Figure 1. Wiring by layer.
Scale bar: 200 µm.
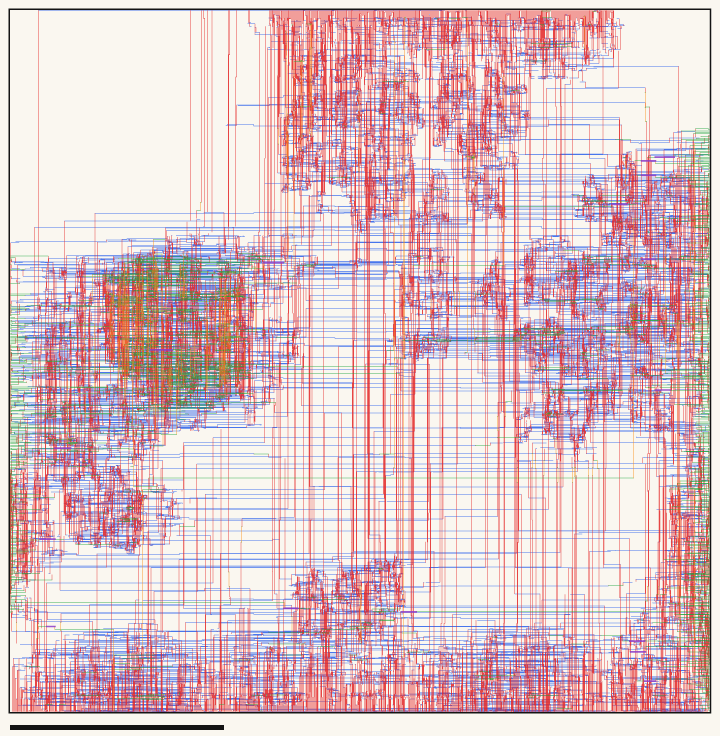
Figure 2. Clock network drawn from the DEF.
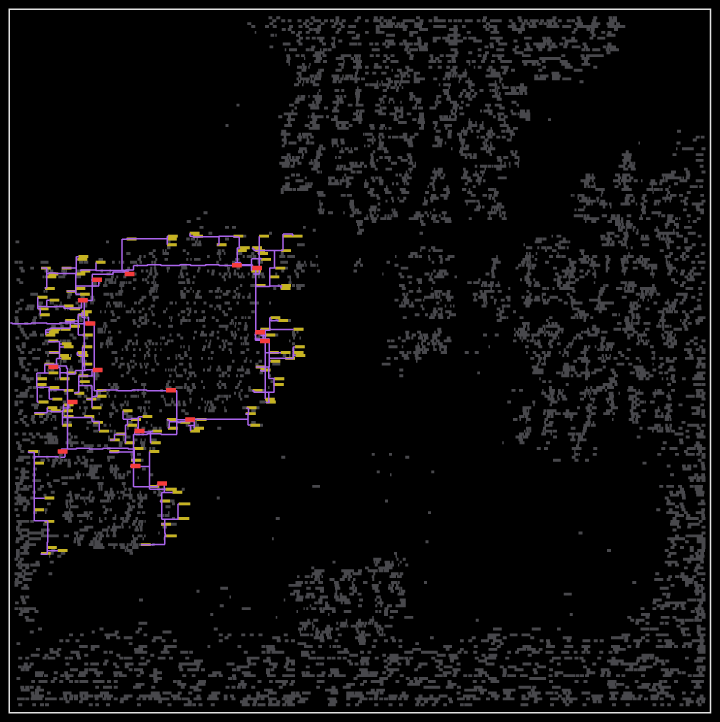
Figure 3. Placement density heat map.
33 x 33 tiles, from dark blue (low) to red (high), 0 to 100% covered.
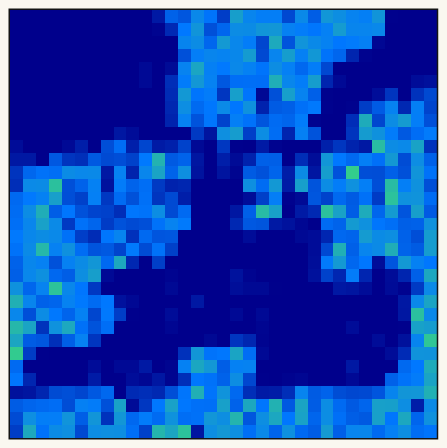
Figure 4. Routing congestion map.
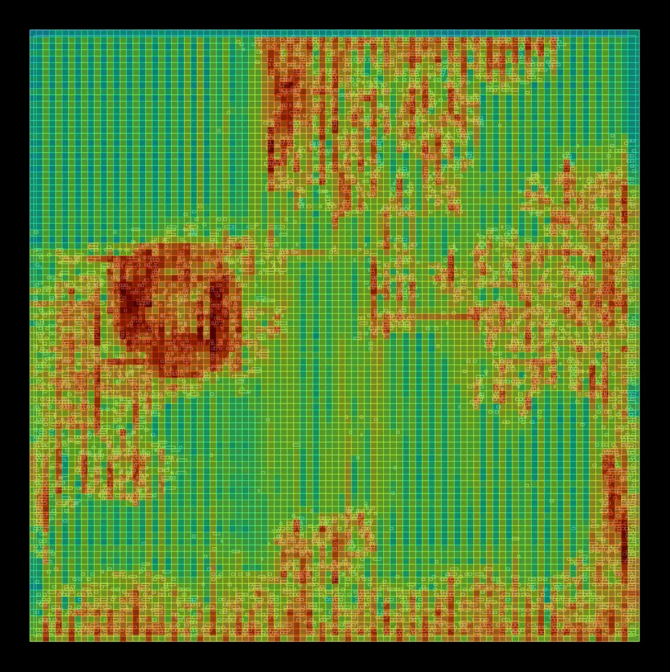
Design sram_port_binder, sky130hd; sources not shown.
==> impl_metrics.py <==
# Generated from Yosys and OpenROAD reports
metrics = {
    "yosys": {
        "top_logic_kind": "multiplexers",
        "syn-cell-area_um2": 41100,
        "fa_ha_area_frac": 0.193,
        "yosysTopAreaCellShare": 0.199,
        "ys_cells": 4631,
        "syn_avg_cell_area_um2": 8.88,
        "ys_sh_simple": 0.171,
        "synthArstFlopShare": 1.00,
        "synth_area_leader_cell": "mux4_2",
        "top_cells_by_area": "mux4_2 (20%), ha_1 (19%), dfrtp_1 (8.9%), mux2i_1 (5.6%), o21a_1 (4.2%)",
        "seq_area_frac_synth": 0.0895,
        "xor_area_frac": 0.00341,
        "top_cell": "ha_1",
        "synth.distinct_cells": 90,
        "ff_type": "dfrtp_1",
    },
    "layout": {
        "fin_area_um2": 65800,
        "design.seq.count": 147,
        "nMultiInputCombCells": 3826,
        "logic_area_um2": 35000,
        "nonClkBufAreaFrac": 0.272,
        "regArea_um2": 3690,
        "nClkBuffers": 17,
        "area_delta_synth_final_pct": 60.1,
    },
    "timing": {
        "max_freq_ghz": 0.0519,
        "final-max-slew-violation-count": 0,
        "fin_worst_hold_slack_ps": 494,
        "finalWorstSetupSlack_ps": 1220,
        "maxSlewHeadroom": 0.00316,
        "fin_tns_setup_ps": 0,
        "finalHoldViolations": 0,
        "tightestPinTransition_ps": 1480,
    },
    "detailed_routing": {
        "dr_wl_met2_um": 199000,
        "drc": 0,
        "highest_layer": "met5",
        "ant_nets": 0,
        "drt_iter0_drc": 4142,
    },
    "cts": {
        "htree_levels": 4,
        "clkTransAtPathRegs_ps": 80,
        "tritoncts": "built",
        "cts_buffers": 17,
        "post_cts_buffers": 0,
        "cts_hold_buf": 0,
    },
    "setup_path": {
        "required_ps": 20890,
        "cp-start-kind": "input pin",
        "reg2reg_slack_ps": 3930,
        "critPathArrivalTime_ps": 19670,
        "r2r_cells": 67,
    },
    "placement": {
        "dp.cells": 11700,
        "place_ws_ps": 602,
        "placed_cell_area_um2": 65100,
        "hpwl_um": 355000,
    },
    "outcome": {
        "violations": "capacitance limit",
        "status": "complete, but fails checks",
    },
    "global_route": {
        "grt_overflow_total": 0,
        "grt_pass1_vias": 50700,
    },
    "floorplanning": {
        "n_tap_cell": 5497,
        "io_pins": 1692,
        "die-area_um2": 429000,
        "num_rows": 237,
        "fp.dieH_um": 656,
    },
    "job": {
        "warnings": 31,
        "maxCapViolations": 1,
    },
    "hold_path": {
        "min_path_cells": 2,
    },
}
Notes on Figure 1 above:
met5 -> purple  # wire length 223 µm
met4 -> orange  # wire length 9460 µm
met3 -> green  # wire length 23.6 mm
met1 -> blue  # wire length 172 mm
met2 -> red  # wire length 199 mm
routed wire length: 404000 µm
routed len/inst: 34.3 µm
GRT Total Usage: 0.180
DR vias: 49.2k

Notes on Figure 2 above:
clock wires -> purple  # length 3070 µm
flip-flops -> yellow  # count 147
cells driving clock nets -> red  # count 17
flops lie = left middle
clk_skew: 24.8 ps
Latency at later pin: 500 ps

Notes on Figure 3 above:
mean over tiles = 14%
nearly empty tiles = 38%
emptiest ninth of the die = top left
fullest tile = 46%
core area: 416000 µm²
fp_density: 0.0987

Notes on Figure 4 above:
GRT met2 Usage: 0.316
Post-Route Utilization: 0.158
GR peak layer: met2
M3 GR Usage: 0.0311
M1 GR Usage: 0.227

